--- src/rtl/mul_ctrl_pkg.sv ---
// Shared types and defaults for the repeated-addition multiplier control path.
package mul_ctrl_pkg;

  localparam int unsigned STATE_W     = 3;
  localparam int unsigned TMO_W_DEF   = 16;
  localparam logic [15:0] TMO_MAX_DEF = 16'hFFFF;

  typedef enum logic [STATE_W-1:0] {
    IDLE = 3'd0,
    LDA  = 3'd1,
    LDB  = 3'd2,
    ACC  = 3'd3,
    DONE = 3'd4
  } state_t;

endpackage

--- src/rtl/mul_ctrl_tmo.sv ---
// Accumulate-cycle timeout counter; only instantiated when MUL_CTRL_TIMEOUT_EN is defined.
module mul_ctrl_tmo #(
  parameter int unsigned      TMO_W   = 16,
  parameter logic [TMO_W-1:0] TMO_MAX = '1
) (
  input  logic clk,
  input  logic rst,
  input  logic clr,
  input  logic inc,
  output logic hit
);

  logic [TMO_W-1:0] cnt;

  always_ff @(posedge clk or posedge rst) begin
    if (rst)      cnt <= '0;
    else if (clr) cnt <= '0;
    else if (inc) cnt <= cnt + TMO_W'(1);
  end

  assign hit = (cnt == TMO_MAX);

endmodule

--- src/rtl/mul_ctrl.sv ---
// Control FSM for the repeated-addition multiplier datapath.
// Optional ACC timeout abort is enabled by defining MUL_CTRL_TIMEOUT_EN.
module mul_ctrl
  import mul_ctrl_pkg::*;
#(
  parameter int unsigned      TMO_W   = TMO_W_DEF,
  parameter logic [TMO_W-1:0] TMO_MAX = TMO_W'(TMO_MAX_DEF)
) (
  input  logic clk,
  input  logic rst,
  input  logic start,
  input  logic eq,
  output logic lda,
  output logic ldb,
  output logic clrp,
  output logic ldp,
  output logic decb,
  output logic busy,
  output logic done,
  output logic err
);

  state_t state, state_nxt;
  logic   tmo_hit;
  logic   acc_run;

  // Accumulate only while B is nonzero and the timeout has not fired.
  assign acc_run = (state == ACC) && !eq && !tmo_hit;

  always_ff @(posedge clk or posedge rst) begin
    if (rst) state <= IDLE;
    else     state <= state_nxt;
  end

  always_comb begin
    state_nxt = IDLE;
    case (state)
      IDLE:    state_nxt = start ? LDA : IDLE;
      LDA:     state_nxt = LDB;
      LDB:     state_nxt = ACC;
      ACC:     state_nxt = (eq || tmo_hit) ? DONE : ACC;
      DONE:    state_nxt = IDLE;
      default: state_nxt = IDLE;
    endcase
  end

  always_comb begin
    lda  = 1'b0;
    ldb  = 1'b0;
    clrp = 1'b0;
    ldp  = 1'b0;
    decb = 1'b0;
    done = 1'b0;
    busy = (state != IDLE);
    case (state)
      LDA: lda = 1'b1;
      LDB: begin
        ldb  = 1'b1;
        clrp = 1'b1;
      end
      ACC: begin
        ldp  = acc_run;
        decb = acc_run;
      end
      DONE:    done = 1'b1;
      default: ;
    endcase
  end

`ifdef MUL_CTRL_TIMEOUT_EN
  mul_ctrl_tmo #(
    .TMO_W   (TMO_W),
    .TMO_MAX (TMO_MAX)
  ) u_tmo (
    .clk (clk),
    .rst (rst),
    .clr (state == LDB),
    .inc (acc_run),
    .hit (tmo_hit)
  );

  // Sticky abort flag, cleared when the next operation is accepted.
  always_ff @(posedge clk or posedge rst) begin
    if (rst)                                  err <= 1'b0;
    else if (state == IDLE && start)          err <= 1'b0;
    else if (state == ACC && !eq && tmo_hit)  err <= 1'b1;
  end
`else
  logic unused_tmo;
  assign unused_tmo = ^{TMO_MAX, TMO_W};
  assign tmo_hit    = 1'b0;
  assign err        = 1'b0;
`endif

endmodule
--- config.mk ---
export PLATFORM = sky130hd
export DESIGN_NAME = mul_ctrl
export DESIGN_NICKNAME = d
export VERILOG_FILES = /design/src/rtl/mul_ctrl_pkg.sv /design/src/rtl/mul_ctrl_tmo.sv /design/src/rtl/mul_ctrl.sv
export SDC_FILE = /design/constraint.sdc
export NUM_CORES = 1
export LEC_CHECK = 0
export CORE_AREA = 3 3 40 42
export CTS_CLUSTER_SIZE = 24
export DETAILED_ROUTE_END_ITERATION = 8
export DIE_AREA = 0 0 43 45
export PLACE_DENSITY = 0.41
export SETUP_SLACK_MARGIN = 0.1
export SLEW_MARGIN = 20
export SYNTH_ARGS = -nofsm -noshare
export SYNTH_HDL_FRONTEND = slang
export SYNTH_SLANG_ARGS = --single-unit
--- constraint.sdc ---
create_clock -name clk -period 3 [get_ports clk]
set_input_delay 0.6 -clock clk [delete_from_list [all_inputs] [get_ports clk]]
set_output_delay 0.6 -clock clk [all_outputs]
set_load 0.01 [all_outputs]
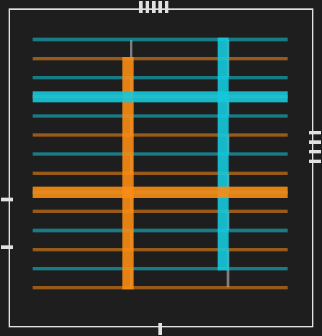
Figure 1: run 1, power grid.
Pins as bars on the die edge. Tap cells in grey.
net	colour
VSS	orange
VDD	cyan
tap cells	15
met5 straps	2
met4 straps	2
signal pins	12
rows	13

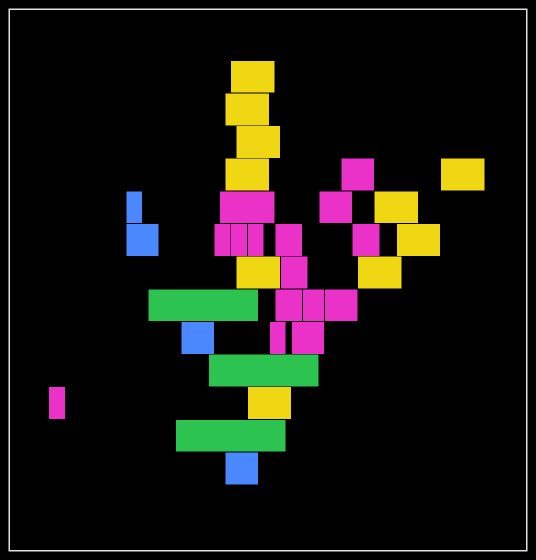
Figure 2: run 1, placement by cell class.
class	colour	cells	share of their area
clock drivers and dummy loads	blue	4	9.0%
combinational and other logic	magenta	15	31%
sequential cells	green	3	26%
remaining buffers and delay cells	yellow	10	34%
core utilization of the finished layout: 0.242
fraction of standard cell area that is sequential: 0.241
Core Box Area: 1280 µm²
Std-Cell Rows: 13

==> notes.md, run 1 <==
Implementation results

Per the repair_timing log after CTS, setup buffers inserted total 0. The number of distinct standard cells referenced by the synthesized netlist is 14. For this run, the number of Yosys warnings is 0. The share of total power in sequential cells is 0.280. The launch instance of the worst register-to-register path is state[0]. The worst hold margin is about 0.51 ns. The stat command in Yosys gives a chip area of ~200 µm². The chip footprint is 1940 µm². The timing report shows the most common cell along the critical path to be clkdlybuf4s50_1. The run finished with clean final reports.

The largest individual stage delay along the critical path comes from the cell clkdlybuf4s50_1. Counting flops and latches in the post-synthesis netlist gives 3. The switching portion of total power comes to 0.356. The number of warnings the tools reported is 26. The path depth of the worst reg2reg path is 2. Per STA, the worst path accumulates the most delay in the family buffers and inverters. The worst min-delay path endpoint is state[0]. The leakage dissipation is between 0.0001 and 0.00015 µW. A synthesized cell averages about 9 µm². The hold buffer count at cts is 0.

Routability-driven placement finished with a final weighted congestion of a little under 0.6. Max fanout on the critical path was recorded as 4. The main area contributors are dfrtp_1 38%, buf_4 11%, nor3b_1 7.5%. The cell-mix breakdown from Yosys lists the compound-gate area share as 0.131.

The routed layout has between 150 and 200 vias. The violation count after the first detailed-routing iteration is 2. Per the OpenROAD floorplan log, the width of the die is roughly 43 µm. Of the total synthesized cell area, the portion taken by AND, OR, NAND and NOR gates is 0.288. Summed over all failing endpoints, the final setup total negative slack is 0 ns. After technology mapping, the gate count stands at 22. The initial utilization of the core area, before any placement, comes to 0.156. TritonCTS built the clock tree. The number of port buffers is 10.

Per the post-CTS timing run, clock transition at the registers of the reported paths is about 0.040 ns. The number of nets at floorplan is 26. The total clock sinks is 3. The synthesized cell area is ~200 µm². Per the detailed-route log, wirelength across all metal layers totals approximately 440 µm. The deepest clock path buffer count is 2. In this run the most critical hold path is launched from state[2]. The most frequently used flop master after synthesis is dfrtp_1. Based on the critical path, the design can be clocked at up to 402 MHz. The finished design was reported to have a net count of 37.

The count of TritonRoute iterations in the first routing pass is 2. 12 I/O pins were placed. The master cell of the clock root buffer is clkbuf_4. The wire length of the first global-routing pass is just over 800 µm. STA classifies the critical path endpoint as an output port. The number of instances resized during post-cts repair is 0. Summed over all layers, the global routing overflow is 0. Nets still carrying antenna violations after routing amount to 0. The worst reg2reg path endpoint is state[0]. For this run, the final setup violation count is recorded as 0.
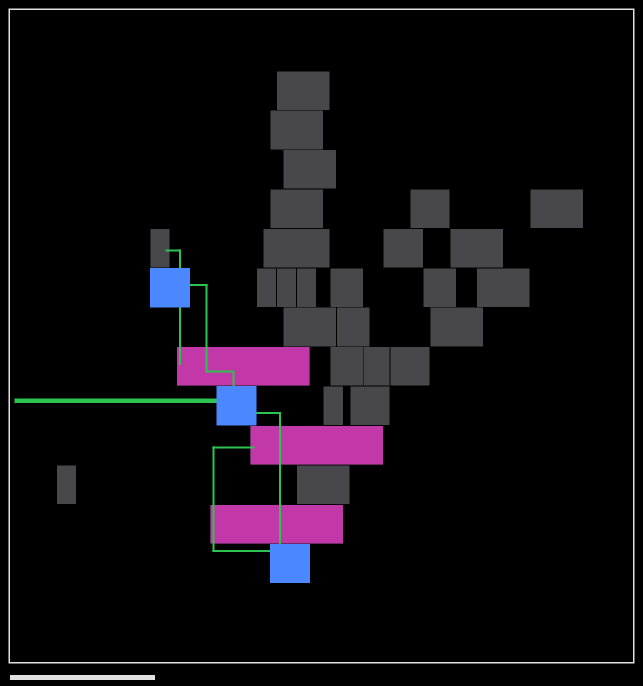
Figure 3: run 1, clock wires, drivers and flops.
Bar = 10 µm.
[clock wires] green | length: 66.2 µm
[clock drivers] blue | count: 3
[flip-flops] magenta | count: 3
routed clock nets	4
final worst clock skew: 0.00196 ns
clock network power: 69.3 µW
part of the power in the clock network: 0.216
clock latency reported for the late side of the worst-skew pair: 0.23 ns

==> run 1: logic make-up (layout without fill, tap and decap cells) <==
logic type	after synthesis	in the layout
buffers and inverters	5	15
and+or+nand+nor	9	9
DFF	3	3
other	1	1
AOI/OAI and AO/OA	4	4
==> run 1: placed cells by master, fill, tap and decap left out, drive strengths merged <==
master          n
nor2            2
clkbuf          4
or3             1
conb            1
nand2           1
nor3b           3
dfrtp           3
clkdlybuf4s50  10
a31oi           1
a21oi           1
nand2b          2
o21bai          2
inv             1
==> run 1: through the flow <==
step                      instance area, µm²  total power [µW]  cells   util
after CTS                                312               328     47  0.242
after global routing                     312               352     47  0.242
after global placement                   285               252     43  0.222
final                                    312               321     47  0.242
after detailed placement                 285               254     43  0.222
after floorplan                          200               194     22      -
==> run 1: how the worst max path moves through the flow <==
stage / start / end / cells after the start
global route: eq / decb / 3
global placement: eq / decb / 3
detailed placement: eq / decb / 3
CTS: eq / decb / 3
floorplan: eq / ldp / 2
finish: eq / decb / 3
==> run 1: area by class of cell <==
type                    count  area (µm²)  area share
repair buffers             10         100       0.321
multi-input cells          14        87.6       0.281
flip-flops and latches      3        75.1       0.241
clock buffers               4        26.3      0.0843
well taps                  15        18.8      0.0602
inverters                   1        3.75      0.0120
==> run 1: layer usage <==
metal  vias to the layer above  GRT usage  routed length (µm)
met4                         0     0.0542                   0
li1                         88          -                   -
met3                         0     0.0398                  42
met1                        79     0.0531                 146
met5                         -          0                   0
met2                         6     0.0958                 248
==> run 1: power groups by stage <==
stage                     clock network, µW  logic [µW]  registers (µW)
final                                  69.3         162            89.7
after global routing                   78.2         176            97.7
after CTS                              74.0         164            89.8
after detailed placement                  0         164            90.2
after global placement                    0         162            90.7
after floorplan                           0         118            75.6
==> run 1 -> run 2 <==
--- a/config.mk
+++ b/config.mk
@@ -9,7 +9,7 @@
 export CTS_CLUSTER_SIZE = 24
 export DETAILED_ROUTE_END_ITERATION = 8
 export DIE_AREA = 0 0 43 45
-export PLACE_DENSITY = 0.41
+export PLACE_DENSITY = 0.42
 export SETUP_SLACK_MARGIN = 0.1
 export SLEW_MARGIN = 20
 export SYNTH_ARGS = -nofsm -noshare
==> constraint.sdc (replaced) <==
create_clock -name clk -period 2.2 [get_ports clk]
set_input_delay 0.44 -clock clk [delete_from_list [all_inputs] [get_ports clk]]
set_output_delay 0.44 -clock clk [all_outputs]
set_load 0.01 [all_outputs]
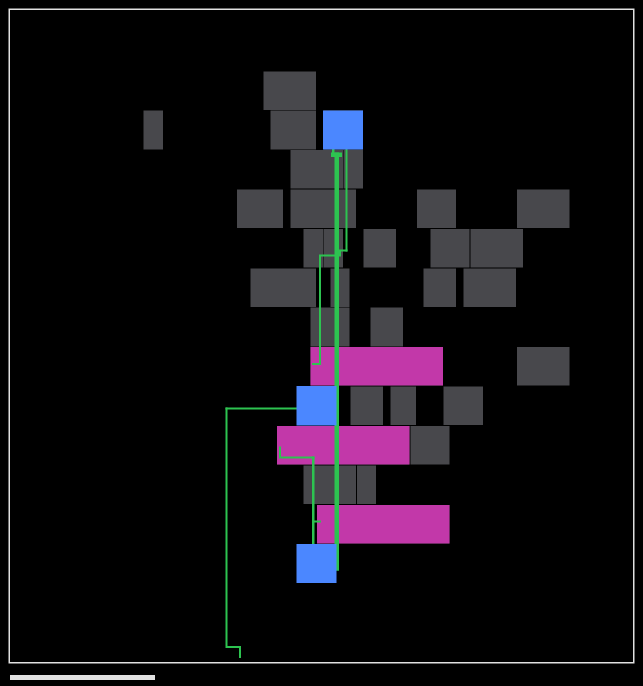
Figure 4: run 2, clock wires, drivers and flops.
Bar = 10 µm.
[flip-flops] magenta | count: 3
[clock wires] green | length: 84.8 µm
[clock drivers] blue | count: 3
routed clock nets	4
part of the power in the clock network: 0.229
clock network power: 99.7 µW
final worst clock skew: 0.00398 ns

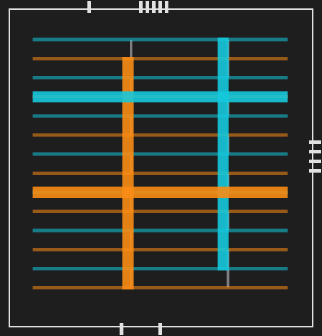
Figure 5: run 2, power grid.
Pins as bars on the die edge. Tap cells in grey.
net	colour
VDD	cyan
VSS	orange
signal pins	12
met5 straps	2

==> notes.md, run 2 <==
Implementation results

The clock network latency to the later pin of the worst-skew pair was 0.24 ns (was 0.23 ns). Cells taking the most area after synthesis: dfrtp_1 38%, buf_4 11%, nor3b_1 7.5% (unchanged). The count of endpoints failing setup in the final report came to 0 (unchanged). The total overflow reported by the global router is 0 (unchanged). The count of TritonRoute iterations in the first routing pass is 2 (unchanged). The hold buffer count at cts is 0 (unchanged).

Result of the run: finished clean (unchanged). The total area of sequential cells is 75.1 µm² (unchanged). The deepest clock path buffer count is 2 (unchanged). The clock tree from TritonCTS is done (unchanged).

The violation count after the first detailed-routing iteration is 3 (was 2). The number of port buffers is 10 (unchanged). The number of distinct standard cells referenced by the synthesized netlist was 14 (unchanged).

The remaining antenna violation count after routing came to 0 (unchanged). The post-synthesis register bit count came to 3 (unchanged). The site row count is 13 (unchanged). The routed length on met2 was 269 µm (was 248 µm).

The number of ports placed on the die boundary was 12 (unchanged). The yosys warning tally is 0 (unchanged). The worst hold margin was 0.360 ns (was 0.513 ns). The met1 routed wirelength after detailed routing is 157 µm (was 146 µm).

The master cell of the clock root buffer is clkbuf_4 (unchanged). The average cell area after synthesis came to 9.10 µm² (unchanged). The multi-input logic area is 87.6 µm² (unchanged). The highest metal layer used by the detailed router is met4 (was met3).

The most common cell after layout, fill and taps aside is clkdlybuf4s50_1 (unchanged). The worst-path maximum fanout is 9 (was 4). The post-place instance area came to 293 µm² (was 285 µm²). Timing would allow up to 503 MHz.

The synthesized cell area is 200 µm² (unchanged). The post-layout instance area is 319 µm² (was 312 µm²). The number of warnings the tools reported is 26 (unchanged). The total wirelength of the detailed-routed design was 485 µm (was 437 µm). The routability-driven placement congestion ratio is 0.627 (was 0.581). The final sum of negative setup slack came to 0 ns (unchanged). The wire length on met3 is 30 µm (was 42 µm).
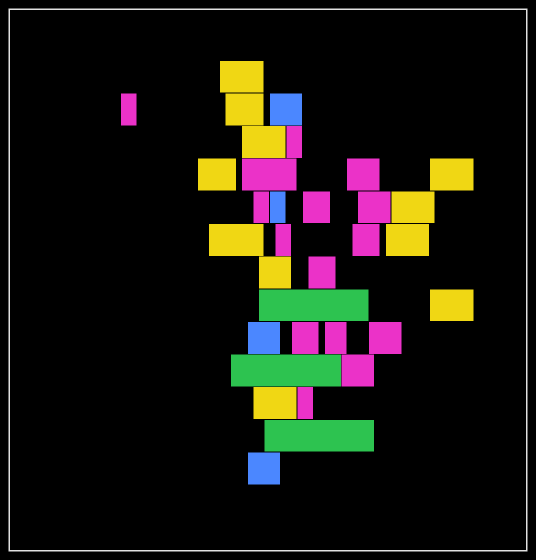
Figure 6: run 2, placement by cell class.
class	colour	cells	share of their area
combinational and other logic	magenta	15	30%
clock drivers and dummy loads	blue	4	8.8%
remaining buffers and delay cells	yellow	11	36%
sequential cells	green	3	25%

-- run 2: cell counts after synthesis --
Identical to the previous run, type by type.
-- run 2: cell families (layout without fill, tap and decap cells) --
kind of cell | after synthesis | after routing | share of synthesized area
buf+inv | 5 | 16 | 0.187
flops | 3 | 3 | 0.375
simple gates | 9 | 9 | 0.287
compound gates | 4 | 4 | 0.131
other cells | 1 | 1 | 0.0187
-- run 2: stage by stage --
stage	utilization	power, µW	instances
3_5_place_dp	0.228	350	44
2_1_floorplan	-	264	22
4_1_cts	0.246	447	48
3_3_place_gp	0.228	344	44
6_report	0.248	435	48
5_1_grt	0.248	471	48
-- run 2: final timing paths --
check                            to      from  depth (start not counted)  slack, ns
setup / recovery               busy  state[0]                          2       0.21
min in group clk           state[0]  state[2]                          1       0.50
hold reg to reg            state[0]  state[2]                          1       0.50
setup reg to reg           state[0]  state[0]                          2       1.34
max in group asynchronous  state[0]       rst                          2       1.71
hold / removal             state[1]       rst                          2       0.36
-- run 2: area by class of cell --
| class | instances | area share |
|---|---|---|
| clock buffers | 4 | 0.0824 |
| repair buffers | 11 | 0.337 |
| inverters | 1 | 0.0118 |
| flip-flops and latches | 3 | 0.235 |
| multi-input cells | 14 | 0.275 |
| well taps | 15 | 0.0588 |
-- run 2: what timing repair did --
action	4_1_cts	5_1_grt
resized	2	1
endpoints found under the setup margin	2	2
endpoints found under the hold margin	0	0
-- run 2: routing by layer --
layer	GRT usage	vias to the layer above
met1	0.0411	76
met3	0.0120	3
met5	0	-
li1	-	90
met2	0.0928	7
met4	0.127	0
-- run 2: worst max-delay path: stages (launching register included) --
cell and delay (ns):
dfrtp_1 0.44, or3_1 0.38, clkdlybuf4s50_1 0.48
-- run 2: power breakdown --
| part | switching (µW) | total (µW) | leakage (µW) | internal, µW |
|---|---|---|---|---|
| Clock | 31.5 | 99.7 | 0.0000150 | 68.1 |
| Sequential | 44.1 | 124 | 0.0000363 | 80.2 |
| Combinational | 87.0 | 211 | 0.0000999 | 124 |
==> run 2 -> run 3 <==
--- a/config.mk
+++ b/config.mk
@@ -5,11 +5,12 @@
 export SDC_FILE = /design/constraint.sdc
 export NUM_CORES = 1
 export LEC_CHECK = 0
+export CAP_MARGIN = 20
 export CORE_AREA = 3 3 40 42
 export CTS_CLUSTER_SIZE = 24
 export DETAILED_ROUTE_END_ITERATION = 8
 export DIE_AREA = 0 0 43 45
-export PLACE_DENSITY = 0.42
+export PLACE_DENSITY = 0.41
 export SETUP_SLACK_MARGIN = 0.1
 export SLEW_MARGIN = 20
 export SYNTH_ARGS = -nofsm -noshare
==> constraint.sdc (replaced) <==
create_clock -name clk -period 2.3 [get_ports clk]
set_input_delay 0.46 -clock clk [delete_from_list [all_inputs] [get_ports clk]]
set_output_delay 0.46 -clock clk [all_outputs]
set_load 0.01 [all_outputs]
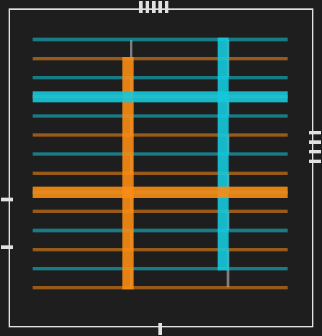
Figure 7: run 3, power grid.
Pins as bars on the die edge. Tap cells in grey.
net	colour
VSS	orange
VDD	cyan
tap cells	15
rows	13
Die X: 43 µm
Vert. Die Dim: 45 µm
worst IR drop on VDD: 0.000253 V

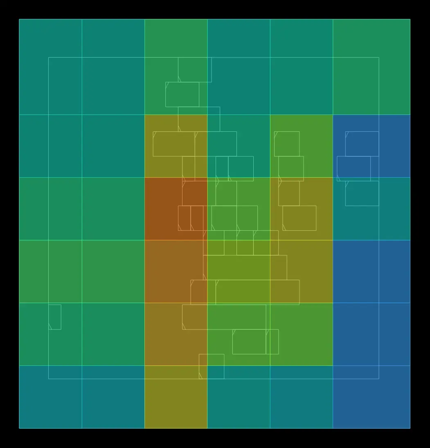
Figure 8: run 3, congestion heat map.
core utilization of the finished layout: 0.246
Most Crowded Layer GR: met2

==> notes.md, run 3 <==
Implementation results

Result of the run: finished clean (unchanged). The count of endpoints failing setup in the final report came to 0 (unchanged). The setup fix buffers added after clock tree synthesis was 0 (unchanged).

The master cell of the clock root buffer is clkbuf_4 (unchanged). The overall fraction of global-route tracks in use was 0.0608 (was 0.0600). The count of TritonRoute iterations in the first routing pass is 2 (unchanged).

The smallest clock period supported by the final layout is computed as ~2 ns. The share of the core filled by cells before placement is 0.156 (unchanged). The total wirelength of the detailed-routed design is 452 µm (was 485 µm). The number of distinct standard cells referenced by the synthesized netlist is 14 (unchanged).

The clock network latency to the later pin of the worst-skew pair is 0.23 ns (was 0.24 ns). The xor/xnor cell area share of the yosys netlist is 0 (unchanged). The critical path data required time is 1.84 ns (was 1.76 ns). The type of element capturing the critical path was an output port (unchanged).

The leakage dissipation was 0.000157 µW (was 0.000151 µW). The combinational cell fraction of total power is 0.495 (was 0.485). The final routed DRC violation total was 0 (unchanged). The chip footprint is 1940 µm² (unchanged). The worst-path maximum fanout is 6 (was 9).

The post-synthesis register bit count was 3 (unchanged). The violation count after the first detailed-routing iteration is 2 (was 3). The final sum of negative setup slack is 0 ns (unchanged). The number of ports placed on the die boundary is 12 (unchanged). The total overflow reported by the global router is 0 (unchanged). The sort of element at the start of the critical path is a flop (unchanged). The clock share of power is 0.220 (was 0.229). The fraction of the mapped netlist area in simple logic gates is 0.288 (unchanged). The adder-cell share of the synthesized area was 0 (unchanged).

The switching power of the nets is 152 µW (was 163 µW). The power per standard cell area is 1320 nW/µm² (was 1360 nW/µm²). Per the timing report, the achievable frequency comes out to slightly below 500 MHz. The number of port buffers is 10 (unchanged). The total clock sinks is 3 (unchanged). The final net count is 37 (was 38). The deepest clock path buffer count came to 2 (unchanged). Cells taking the most area after synthesis: dfrtp_1 38%, buf_4 11%, nor3b_1 7.5% (unchanged). The number of warnings the tools reported was 26 (unchanged). The core region area came to 1280 µm² (unchanged). The number of nets at floorplan is 26 (unchanged). The register area share after synthesis was 0.375 (unchanged). The synthesized cell area is 200 µm² (unchanged). The site row count is 13 (unchanged). The initial antenna violation count came to 0 (unchanged). The most common cell after layout, fill and taps aside was clkdlybuf4s50_1 (unchanged).

The routability-driven placement congestion ratio was 0.589 (was 0.627). The via total after detailed routing is 175 (was 176). Top logic cells by instance count in the layout: 8 x clkdlybuf4s50_1, 3 x clkbuf_4, 3 x dfrtp_1 (was 7 x clkdlybuf4s50_1, 3 x clkbuf_4, 3 x dfrtp_1).

The average cell area after synthesis is 9.10 µm² (unchanged). The and-or/or-and share of the synthesized area is 0.131 (unchanged). The fraction of power spent switching nets came to 0.363 (was 0.374). The most frequently used flop master after synthesis is dfrtp_1 (unchanged).

The cell type contributing the most total cell area after synthesis is dfrtp_1 (unchanged). The internal portion of total power came to 266 µW (was 272 µW). The multiplexer area fraction after synthesis is 0 (unchanged). The share of total power in sequential cells is 0.286 (about the same). The clock tree skew after final layout is 0.00275 ns (was 0.00398 ns). The post-CTS clock slew at the launch and capture registers of the worst setup and hold paths is 0.04 ns (about the same). The maximum number of pins on one net before global-route repair is 10 (unchanged). The chip area from the yosys synthesis statistics was 200 µm² (unchanged). The yosys warning tally is 0 (unchanged). The wire length of the first global-routing pass is 772 µm (was 731 µm). The largest non-sequential cell family by area was simple AND/OR/NAND/NOR gates (unchanged). The filler cell count in the final layout is 140 (was 153). The remaining antenna violation count after routing is 0 (unchanged). The clock tree from TritonCTS is done (unchanged). The number of flops mapped to enable cells by yosys came to 0 (unchanged). The synthesized instance count is 22 (unchanged).
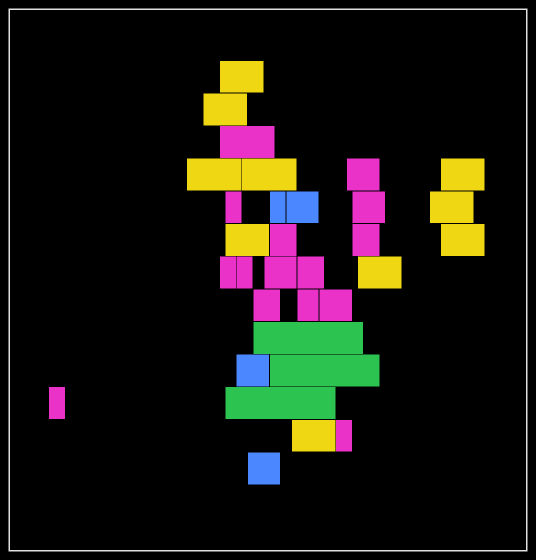
Figure 9: run 3, placement by cell class.
class	colour	cells	share of their area
combinational and other logic	magenta	15	31%
remaining buffers and delay cells	yellow	10	35%
clock drivers and dummy loads	blue	4	8.8%
sequential cells	green	3	25%

run 3: cell counts after synthesis:
No cell type changed its count.
run 3: worst paths after layout:
path,slack (ns),endpoint,from,cells after the start
max in group asynchronous,1.79,state[0],rst,2
hold reg to reg,0.51,state[0],state[2],1
setup / recovery,0.26,clrp,state[2],3
hold / removal,0.39,state[1],rst,2
min in group clk,0.51,state[0],state[2],1
setup reg to reg,1.45,state[0],state[0],2
run 3: layer usage:
metal	routed length [µm]	up-vias	GRT usage	share of wire
met2	228	8	0.0898	0.50
met5	0	-	0	0
li1	-	87	-	-
met1	160	78	0.0507	0.35
met4	13	0	0.0723	0.029
met3	51	2	0.0398	0.11
run 3: layout make-up:
| cell class | instances | area, µm² | share of cell area |
|---|---|---|---|
| flip-flops and latches | 3 | 75.1 | 0.237 |
| clock buffers | 4 | 26.3 | 0.0830 |
| repair buffers | 10 | 105 | 0.332 |
| multi-input cells | 14 | 87.6 | 0.277 |
| inverters | 1 | 3.75 | 0.0119 |
| well taps | 15 | 18.8 | 0.0593 |
run 3: worst max-delay path: stages, from the launching register on:
cell and delay, ns:
dfrtp_1 0.41, nand2b_1 0.21, nor2_1 0.16, clkdlybuf4s50_1 0.57
run 3: power by group through the flow:
stage	sequential, µW	combinational (µW)	clock [µW]
after floorplan	98.6	154	0
after detailed placement	120	212	0
final	119	207	91.8
after global placement	118	210	0
after global routing	127	223	109
after CTS	119	213	96.7
run 3: cell families after synthesis:
family / after synthesis
DFF: 3
buffers and inverters: 5
and+or+nand+nor: 9
other: 1
AOI/OAI and AO/OA: 4
run 3: timing repair:
action                                  CTS  global route
gates resized                             0             2
endpoints found under the setup margin    0             2
hold buffers                              0             0
run 3: through the flow:
stage / instances / power (µW) / hold WS (ns) / worst slack (ns) / cell area [µm²]
6_report: 47 / 418 / 0.387 / 0.263 / 317
5_1_grt: 47 / 460 / 0.402 / 0.170 / 317
4_1_cts: 47 / 428 / 0.383 / 0.106 / 312
3_5_place_dp: 43 / 332 / 0.502 / 0.106 / 285
3_3_place_gp: 43 / 329 / 0.500 / 0.126 / 285
2_1_floorplan: 22 / 253 / 0.214 / 0.840 / 200
No activity file was given, so power comes from the tool's default toggle rates.
